**src/rtl/fetch_ctrl_pkg.sv**
```systemverilog
// Shared definitions for the instruction-fetch sequencer: FSM encoding,
// the NOP reset word and the default boot address.
package fetch_ctrl_pkg;

  typedef enum logic [2:0] {
    ST_BOOT = 3'd0,
    ST_REQ  = 3'd1,
    ST_WAIT = 3'd2,
    ST_HOLD = 3'd3,
    ST_HALT = 3'd4
  } state_t;

  localparam logic [31:0] NOP_INST     = 32'h0000_0013;
  localparam logic [31:0] RESET_PC_DEF = 32'h0000_0000;

endpackage

```
**src/rtl/fetch_ctrl.sv**
```systemverilog
// Instruction-fetch sequencer: one outstanding imem read, registered hand-off to decode.
// Optional macro FETCH_MISALIGN_CHK_EN halts with a sticky fault on a misaligned next PC.
module fetch_ctrl
  import fetch_ctrl_pkg::*;
#(
  parameter int              XLEN     = 32,
  parameter logic [XLEN-1:0] RESET_PC = XLEN'(RESET_PC_DEF)
) (
  input  logic            clk,
  input  logic            rst_n,
  output logic            imem_req_valid,
  input  logic            imem_req_ready,
  output logic [XLEN-1:0] imem_addr,
  input  logic            imem_rsp_valid,
  input  logic [31:0]     imem_rsp_data,
  output logic            inst_valid,
  input  logic            inst_ready,
  output logic [31:0]     inst,
  output logic [XLEN-1:0] inst_pc,
  input  logic [XLEN-1:0] pc_next,
  output logic            fetch_fault
);

  state_t            state_q, state_d;
  logic              req_valid_q, req_valid_d;
  logic [XLEN-1:0]   pc_q, pc_d;
  logic              inst_valid_q, inst_valid_d;
  logic [31:0]       inst_q, inst_d;
  logic [XLEN-1:0]   inst_pc_q, inst_pc_d;
`ifdef FETCH_MISALIGN_CHK_EN
  logic              fault_q, fault_d;
`endif

  always_comb begin
    state_d      = state_q;
    req_valid_d  = req_valid_q;
    pc_d         = pc_q;
    inst_valid_d = inst_valid_q;
    inst_d       = inst_q;
    inst_pc_d    = inst_pc_q;
`ifdef FETCH_MISALIGN_CHK_EN
    fault_d      = fault_q;
`endif
    unique case (state_q)
      ST_BOOT: begin
        state_d     = ST_REQ;
        req_valid_d = 1'b1;
      end
      ST_REQ: begin
        if (imem_req_ready) begin
          state_d     = ST_WAIT;
          req_valid_d = 1'b0;
        end
      end
      ST_WAIT: begin
        if (imem_rsp_valid) begin
          state_d      = ST_HOLD;
          inst_d       = imem_rsp_data;
          inst_pc_d    = pc_q;
          inst_valid_d = 1'b1;
        end
      end
      ST_HOLD: begin
        if (inst_ready) begin
          inst_valid_d = 1'b0;
`ifdef FETCH_MISALIGN_CHK_EN
          pc_d = pc_next;
          if (pc_next[1:0] != 2'b00) begin
            state_d = ST_HALT;
            fault_d = 1'b1;
          end else begin
            state_d     = ST_REQ;
            req_valid_d = 1'b1;
          end
`else
          // Low address bits are dropped silently; fetch never stalls on alignment.
          pc_d        = pc_next & ~(XLEN'(3));
          state_d     = ST_REQ;
          req_valid_d = 1'b1;
`endif
        end
      end
      ST_HALT: begin
        req_valid_d  = 1'b0;
        inst_valid_d = 1'b0;
      end
      default: begin
        state_d      = ST_BOOT;
        req_valid_d  = 1'b0;
        inst_valid_d = 1'b0;
      end
    endcase
  end

  always_ff @(posedge clk or negedge rst_n) begin
    if (!rst_n) begin
      state_q      <= ST_BOOT;
      req_valid_q  <= 1'b0;
      pc_q         <= RESET_PC;
      inst_valid_q <= 1'b0;
      inst_q       <= NOP_INST;
      inst_pc_q    <= RESET_PC;
`ifdef FETCH_MISALIGN_CHK_EN
      fault_q      <= 1'b0;
`endif
    end else begin
      state_q      <= state_d;
      req_valid_q  <= req_valid_d;
      pc_q         <= pc_d;
      inst_valid_q <= inst_valid_d;
      inst_q       <= inst_d;
      inst_pc_q    <= inst_pc_d;
`ifdef FETCH_MISALIGN_CHK_EN
      fault_q      <= fault_d;
`endif
    end
  end

  // The PC register doubles as the request address, so the address is held for free.
  assign imem_req_valid = req_valid_q;
  assign imem_addr      = pc_q;
  assign inst_valid     = inst_valid_q;
  assign inst           = inst_q;
  assign inst_pc        = inst_pc_q;
`ifdef FETCH_MISALIGN_CHK_EN
  assign fetch_fault    = fault_q;
`else
  assign fetch_fault    = 1'b0;
`endif

endmodule

```
**config.mk**
```make
export PLATFORM = sky130hd
export DESIGN_NAME = fetch_ctrl
export DESIGN_NICKNAME = d
export VERILOG_FILES = /design/src/rtl/fetch_ctrl_pkg.sv /design/src/rtl/fetch_ctrl.sv
export SDC_FILE = /design/constraint.sdc
export NUM_CORES = 1
export LEC_CHECK = 0
export CORE_ASPECT_RATIO = 0.7
export CORE_MARGIN = 4
export CORE_UTILIZATION = 25
export DETAILED_ROUTE_END_ITERATION = 8
export SYNTH_ARGS = -nofsm -noshare
export SYNTH_HDL_FRONTEND = slang
export SYNTH_SLANG_ARGS = --single-unit
```
**constraint.sdc**
```tcl
create_clock -name clk -period 4.4 [get_ports clk]
set_input_delay 1.32 -clock clk [delete_from_list [all_inputs] [get_ports clk]]
set_output_delay 1.32 -clock clk [all_outputs]
set_load 0.05 [all_outputs]
```
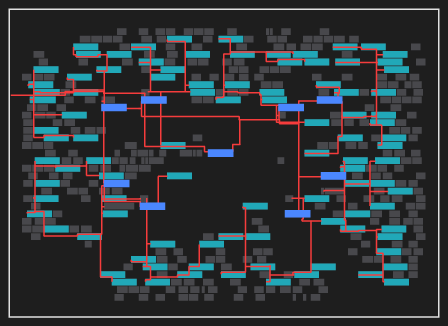
Run 1: clock network drawn from the DEF
Cyan is flip-flops, count 96. Red is clock wires, length 1250 um. Blue is clock-net drivers, count 9.
Position of the flops: widely spread.

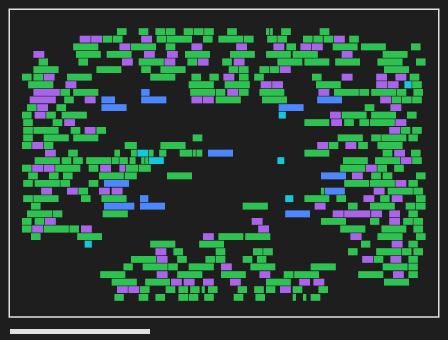
Run 1: drive-strength map
The bar under the picture is 50 um long.
Green is x1 and smaller, cells 274, most used clkdlybuf4s50_1. Purple is x2, cells 97, most used mux2_2. Blue is x6 and larger, cells 14, most used clkbuf_16. Cyan is x3 and x4, cells 7, most used buf_4.

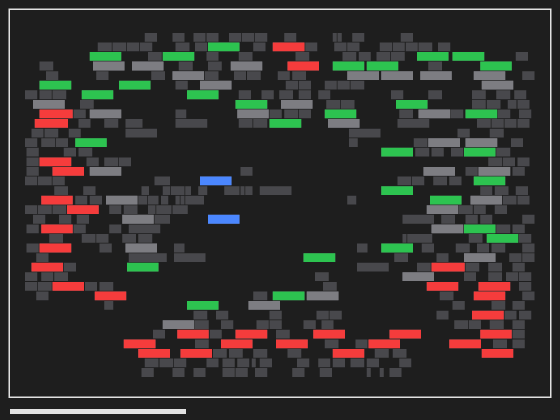
Run 1: sequential cells coloured by netlist name
The bar under the picture is 50 um long. Other sequential cells in the stronger grey, the rest of the logic in the fainter grey.
Green is imem_addr, sequential cells 30. Blue is state_q, sequential cells 2. Red is inst, sequential cells 32.

==> impl_metrics.json, run 1 <==
{
  "drive_above_1_share": 0.3010,
  "postSynthAreaPerCell_um2": 16.58,
  "wirelength_um": 8765,
  "setup_viol": 0,
  "ys_types": 17,
  "rrSetupSlack_ns": 2.31,
  "grt_pass1_wl_um": 13890,
  "fp.dieW_um": 153.4,
  "antenna_found_initial": 0,
  "crit_path_max_fanout": 2,
  "coreArea_mm2": 0.01419,
  "first_pass_iters": 4,
  "clk_path_buf_depth": 2,
  "synth-seq-cells": 96,
  "grtUsageTotal": 0.1048,
  "top_area_frac": 0.6294,
  "critPathArrivalTime_ns": 1.67,
  "yosys_warnings": 0,
  "synth_area_mm2": 0.003697,
  "viasPerCell": 4.100,
  "fmax_mhz": 334.3,
  "fp_util": 0.2606,
  "stdcell_area_mm2": 0.005811,
  "endpoint_kind": "output port",
  "outcome": "finished, final reports clean",
  "layout_min_cycle_time_ns": 2.991,
  "path_class": "flip-flop to output port",
  "warnings": 32,
  "ctsHoldBuffers": 0,
  "skew_ns": 0.007406,
  "vias": 2386,
  "place_inst": 566,
  "grt_pass1_vias": 2605,
  "ctsResizeCount": 0,
  "syn_inst": 223,
  "critPathTopFamily": "buffers and inverters",
  "path_cells": "clkdlybuf4s50_1",
  "hold_class": "flip-flop to flip-flop",
  "reg2regPathDepth": 5,
  "final_nets": 461,
  "holdCritStartpoint": "inst_pc[26]",
  "timing.critical_path.to": "inst[0]",
  "finalCritPeriodShare": 0.6799,
  "htree_levels": 3,
  "grt_max_degree": 81,
  "whs_endpoint": "inst_pc[26]",
  "die_area_mm2": 0.01683,
  "rsz0062_at_grt": "no",
  "gp_congestion": 0.7045,
  "cp_data_required_time_ns": 3.08,
  "cts.clk_slew.worst_paths_ns": 0.07,
  "yosysCellCount": 223,
  "lay_top_cells": "clkdlybuf4s50_1, mux2_2, dfrtp_1",
  "numCtsBuffers": 9,
  "worst_path_largest_cell_delay_ns": 0.80,
  "worst_setup_path_start_kind": "flip-flop",
  "tightest_slew_ns": 1.009,
  "clock_latency_ns": 0.34,
  "area_growth_pct": 57.16,
  "r2r_start": "state_q[0]",
  "hold_viol_final": 0,
  "hpwl_um": 6314,
  "wl_per_cell_um": 15.06,
  "synth-area-yosys_mm2": 0.003697,
  "slew_violations": 0,
  "cts_sinks": 96,
  "antenna_cells": 0,
  "rows": 36,
  "post-cts-setup-buffer-count": 0,
  "path_depth": 1,
  "setup-tns-final_ns": 0,
  "whs_path_depth": 1,
  "topCellsByArea": "dfrtp_1, mux2_2, dfstp_2",
  "io_pins": 168,
  "layout.cells.non_filler": 582,
  "cts_tree": "built",
  "slew_headroom": 0.3270,
  "ys_seq_frac": 0.6508
}
## run 1: cell families (layout without fill, tap and decap cells)
group | after synthesis | count (layout) | share of synthesized area
flip-flops | 96 | 96 | 0.6508
AND-OR/OR-AND | 3 | 3 | 0.006432
other | 1 | 5 | 0.001014
multiplexers | 94 | 94 | 0.2873
adder cells (fa/ha/maj) | 5 | 5 | 0.01692
buffers and inverters | 16 | 181 | 0.02437
AND/OR/NAND/NOR | 8 | 8 | 0.01320
## run 1: metrics by stage
stage,setup WS (ns),utilization
5_1_grt,1.358,0.4095
3_5_place_dp,1.202,0.3879
3_3_place_gp,1.208,0.3879
6_report,1.409,0.4095
4_1_cts,1.386,0.4095
2_1_floorplan,2.235,-
## run 1: metal layers
layer	routed length (um)	track usage
met1	3993	0.1335
met2	3807	0.1561
met3	870	0.05389
met4	94	0.03214
met5	0	0
## run 1: cells in the mapped netlist (all sizes together)
cell type	number
o31ai	1
dfstp	3
nor2b	3
inv	2
buf	14
o41ai	1
a21o	1
ha	5
nor4	1
dfrtp	93
nor3	1
conb	1
nand2	2
mux2	94
or3	1
## run 1: flip-flops by register name (all words and copies together) (netlist names)
| name | flops |
|---|---|
| imem_addr | 30 |
| imem_req_valid | 1 |
| inst | 32 |
| inst_pc | 30 |
| inst_valid | 1 |
| state_q | 2 |
## run 1: final cells by class
cell class,instances,area [um^2]
clock buffers,11,242.7
clock inverters,5,63.81
fillers,1326,8378
inverters,2,7.507
multi-input cells,115,1219
flip-flops and latches,96,2406
well taps,190,237.7
repair buffers,163,1634
Run 1, wire density map:
The die is cut into 31 by 22 equal tiles; dark blue is low, red is high, scaled to the fullest tile. Values are wire area over tile area, all layers added.
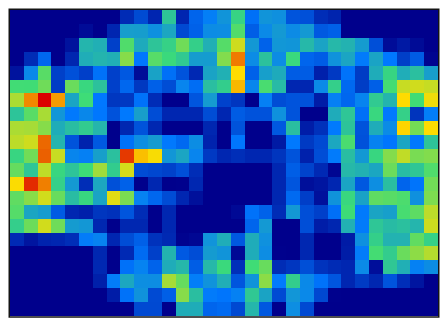

==> run 1 -> run 2 <==
==> constraint.sdc (replaced) <==
create_clock -name clk -period 2.7 [get_ports clk]
set_input_delay 0.81 -clock clk [delete_from_list [all_inputs] [get_ports clk]]
set_output_delay 0.81 -clock clk [all_outputs]
set_load 0.05 [all_outputs]
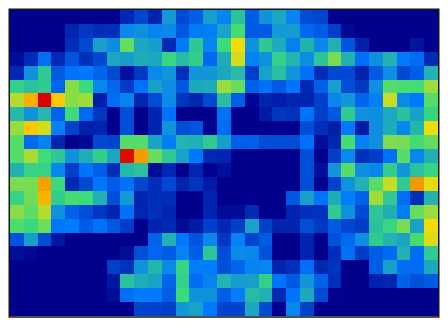
Run 2: wire density map
The die is cut into 31 by 22 equal tiles; dark blue is low, red is high, scaled to the fullest tile. Values are wire area over tile area, all layers added.
The mean over all tiles is 0.083. 23% of the tiles are nearly empty. 9.1% of the tiles are over half the peak.

==> run 2 against run 1 <==
Compared with the run above: sequential cell count is the same; cell area grew 1.3%; worst hold slack lost 0.12 ns; routed wire length shrank 2.3%; via count shrank 1.0%; highest routed layer unchanged.
==> impl_metrics.json, run 2 <==
{
  "viasPerCell": 4.051,
  "post-cts-setup-buffer-count": 0,
  "worst_path_largest_cell_delay_ns": 0.80,
  "setup_viol": 0,
  "lay_top_cells": "clkdlybuf4s50_1, mux2_2, dfrtp_1",
  "clk_path_buf_depth": 2,
  "grt_pass1_vias": 2538,
  "skew_ns": 0.006361,
  "first_pass_iters": 2,
  "path_class": "flip-flop to output port",
  "yosys_warnings": 0,
  "wirelength_um": 8560,
  "postSynthAreaPerCell_um2": 16.58,
  "largest_reg_flops": 32,
  "wl_per_cell_um": 14.68,
  "ys_types": 17,
  "cts_sinks": 96,
  "hold_viol_final": 0,
  "outcome": "finished, final reports clean",
  "htree_levels": 3,
  "path_cells": "clkdlybuf4s50_1",
  "setup-tns-final_ns": 0,
  "area_growth_pct": 59.26,
  "ctsHoldBuffers": 0,
  "die_area_mm2": 0.01683,
  "warnings": 32,
  "antenna_cells": 0,
  "slew_headroom": 0.6291,
  "setup_ws_ns": 0.2281,
  "yosysCellCount": 223,
  "hold_class": "input port to asynchronous set/reset pin",
  "synth_area_mm2": 0.003697,
  "topCellsByArea": "dfrtp_1, mux2_2, dfstp_2",
  "tightest_slew_ns": 0.5546,
  "worst_setup_path_start_kind": "flip-flop",
  "edf_count": 0,
  "grtUsageTotal": 0.1038,
  "finalCritPeriodShare": 0.9155,
  "grt_pass1_wl_um": 13690,
  "syn_inst": 223,
  "reg2regPathDepth": 5,
  "cts_tree": "built",
  "cp_data_required_time_ns": 1.89,
  "numCtsBuffers": 9,
  "final_nets": 463,
  "critPathTopFamily": "buffers and inverters",
  "drive_above_1_share": 0.3053,
  "slew_violations": 0,
  "ys_seq_frac": 0.6508,
  "fp_util": 0.2606,
  "stdcell_area_mm2": 0.005888,
  "cts.clk_slew.worst_paths_ns": 0.06,
  "io_pins": 168,
  "hpwl_um": 6199,
  "synth-area-yosys_mm2": 0.003697,
  "vias": 2362,
  "rsz0062_at_grt": "no",
  "ys_async_sr_fraction": 1.000,
  "layout.cells.non_filler": 583,
  "endpoint_kind": "output port",
  "ctsResizeCount": 0,
  "gp_congestion": 0.7050,
  "rows": 36,
  "antenna_found_initial": 0,
  "synth-seq-cells": 96,
  "top_area_frac": 0.6294,
  "grt_max_degree": 63,
  "synth-main-ff-cell": "dfrtp_1",
  "layout_min_cycle_time_ns": 2.472,
  "die_h_um": 109.7,
  "fmax_mhz": 404.5,
  "coreArea_mm2": 0.01419
}
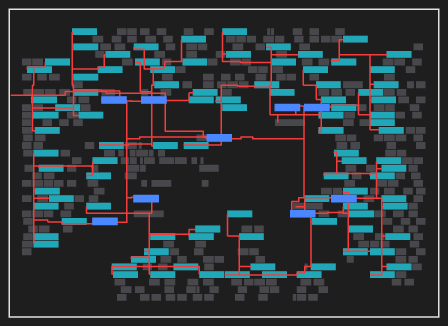
Run 2: clock network drawn from the DEF
Blue is clock-net drivers, count 9. Red is clock wires, length 1230 um. Cyan is flip-flops, count 96.
There are 10 routed clock nets.

run 2: cell families (layout without fill, tap and decap cells):
family,after synthesis,in the layout,synth area share
other cells,1,5,0.001014
flops,96,96,0.6508
simple gates,8,8,0.01320
fa+ha+maj,5,5,0.01692
buf+inv,16,182,0.02437
compound gates,3,3,0.006432
mux,94,94,0.2873
run 2: routing by layer:
metal / track usage / vias to the layer above / wire length [um] / share of wire
li1: - / 1104 / - / -
met1: 0.1408 / 1150 / 3961 / 0.46
met2: 0.1476 / 99 / 3708 / 0.43
met3: 0.05193 / 9 / 801 / 0.094
met4: 0.02647 / 0 / 89 / 0.010
met5: 0 / - / 0 / 0
run 2: how the worst max path moves through the flow:
stage,to,slack (ns),depth (start not counted)
3_5_place_dp,inst_pc[8],0.45,4
5_1_grt,inst[0],0.18,1
3_3_place_gp,inst_pc[9],0.48,4
2_1_floorplan,state_q[1],1.04,3
6_report,inst[0],0.23,1
4_1_cts,inst[1],0.20,1
run 2: area by class of cell:
cell class | count | area [um^2]
clock buffer | 10 | 239.0
timing repair buffer | 165 | 1674
multi-input combinational | 115 | 1219
clock inverter | 5 | 105.1
inverter | 2 | 7.507
fill | 1302 | 8300
tap | 190 | 237.7
sequential | 96 | 2406
Run 2, cell placement:
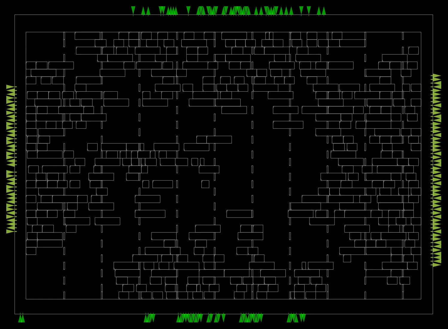

==> run 2 -> run 3 <==
--- a/config.mk
+++ b/config.mk
@@ -5,6 +5,8 @@
 export SDC_FILE = /design/constraint.sdc
 export NUM_CORES = 1
 export LEC_CHECK = 0
+export ABC_AREA = 1
+export CAP_MARGIN = 10
 export CORE_ASPECT_RATIO = 0.7
 export CORE_MARGIN = 4
 export CORE_UTILIZATION = 25
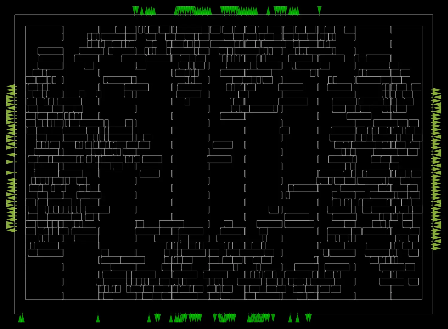
Run 3: cell placement
final design utilization: 0.3884
Non-Filler Instances: 763
row count: 38
Flop Count: 96
tapcell count: 200

==> run 3 against run 2 <==
Compared with the run above: critical path depth unchanged; synthesized cell count increased by 82%; maximum frequency decreased by 0.83%; cell area increased by 2.2%; routed wire length increased by 20%; register-to-register slack improved by 0.04 ns; critical endpoint unchanged; largest cell class unchanged.
==> impl_metrics.json, run 3 <==
{
  "layout_min_cycle_time_ns": 2.493,
  "setup_ws_ns": 0.2073,
  "htree_levels": 3,
  "yosysCellCount": 405,
  "layout_top_cell": "clkdlybuf4s50_1",
  "endpoint_kind": "output port",
  "cts_root_buf": "clkbuf_16",
  "synth_area_mm2": 0.003944,
  "slew_headroom": 0.6117,
  "fmax_mhz": 401.2,
  "antenna_cells": 0,
  "largest_reg_flops": 32,
  "synth-seq-cells": 96,
  "setup_viol": 0,
  "cts_tree": "built",
  "stdcell_area_mm2": 0.006020,
  "grt_max_degree": 57,
  "rsz0062_at_grt": "no",
  "ctsHoldBuffers": 0,
  "slew_violations": 0,
  "slowest_stage": "clkdlybuf4s50_1",
  "synth-area-yosys_mm2": 0.003944,
  "synth.most_common_cell": "nand2_1",
  "grt_pass1_wl_um": 16680,
  "hold_viol_final": 0,
  "tightest_slew_ns": 0.5806,
  "vias": 3157,
  "final_nets": 632,
  "coreArea_mm2": 0.01550,
  "cp_data_required_time_ns": 1.89,
  "finalCritPeriodShare": 0.9232,
  "skew_ns": 0.005652,
  "ys_types": 18,
  "outcome": "finished, final reports clean",
  "grtUsageTotal": 0.1167,
  "gp_congestion": 0.7542,
  "numCtsBuffers": 9,
  "ctsResizeCount": 0,
  "synth-main-ff-cell": "dfrtp_1",
  "drive_above_1_share": 0.09059,
  "pre_cts_ws_ns": 0.5631,
  "setup-tns-final_ns": 0,
  "fp_util": 0.2544,
  "syn_inst": 405,
  "clk_path_buf_depth": 2,
  "ys_async_sr_fraction": 1.000,
  "path_cells": "clkdlybuf4s50_1",
  "area_growth_pct": 52.63,
  "cts_sinks": 96,
  "grt_pass1_vias": 3309,
  "fin_hold_ws_ns": 0.4367,
  "worst_setup_path_start_kind": "flip-flop",
  "cts.clk_slew.worst_paths_ns": 0.07,
  "warnings": 32,
  "top_area_frac": 0.5901,
  "post-cts-setup-buffer-count": 0,
  "edf_count": 0,
  "postSynthAreaPerCell_um2": 9.738,
  "fp.dieW_um": 158.1,
  "wirelength_um": 10240,
  "io_pins": 168,
  "nFillCells": 1520,
  "hpwl_um": 7419,
  "wl_per_cell_um": 13.42,
  "rrSetupSlack_ns": 1.06,
  "lay_top_cells": "clkdlybuf4s50_1, nand2_1, dfrtp_1",
  "viasPerCell": 4.138,
  "critPathTopFamily": "buffers and inverters",
  "first_pass_iters": 4,
  "hold_class": "input port to asynchronous set/reset pin",
  "path_class": "flip-flop to output port",
  "die_area_mm2": 0.01788,
  "antenna_found_initial": 0,
  "topCellsByArea": "dfrtp_1, nand2_1, o21ai_2",
  "die_h_um": 113.1,
  "worst_path_largest_cell_delay_ns": 0.81,
  "ys_seq_frac": 0.6101,
  "yosys_warnings": 0,
  "critPathArrivalTime_ns": 1.68
}
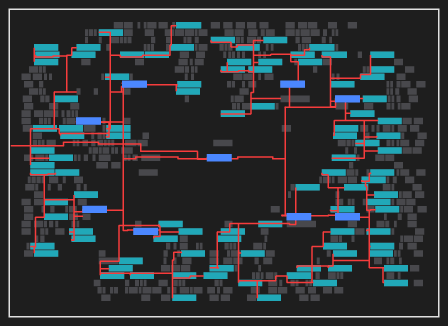
Run 3: clock network drawn from the DEF
Red is clock wires, length 1300 um. Cyan is flip-flops, count 96. Blue is clock-net drivers, count 9.
Position of the flops: widely spread.

[run 3: cells by family after synthesis]
logic type,share of synthesized area
AOI/OAI and AO/OA,0.09708
buffers and inverters,0.09169
and+or+nand+nor,0.1843
adders and majority gates,0.01586
DFF,0.6101
other,0.0009509
[run 3: routing by layer]
metal | vias to the layer above | part of all wire | global-route usage
li1 | 1573 | - | -
met4 | 0 | 0.012 | 0.03068
met5 | - | 0 | 0
met1 | 1479 | 0.47 | 0.1564
met2 | 95 | 0.44 | 0.1766
met3 | 10 | 0.078 | 0.04664
[run 3: metrics by stage]
step                std cells
global route              763
CTS                       763
global placement          747
detailed placement        747
finish                    763
floorplan                 409
[run 3: final timing paths]
kind                       startpoint             to  cells after the start
max in group asynchronous       rst_n        inst[1]                      2
hold reg to reg               inst[1]        inst[1]                      2
setup reg to reg           state_q[0]     state_q[1]                      7
min in group clk              inst[1]        inst[1]                      2
setup / recovery              inst[0]        inst[0]                      1
hold / removal                  rst_n  imem_addr[28]                      2
[run 3: final cells by class]
class	instances	area, um^2	area share
tap	200	250.2	0.04157
timing repair buffer	167	1702	0.2827
multi-input combinational	247	1194	0.1983
clock inverter	6	90.09	0.01497
clock buffer	10	239.0	0.03970
inverter	37	138.9	0.02307
sequential	96	2406	0.3997
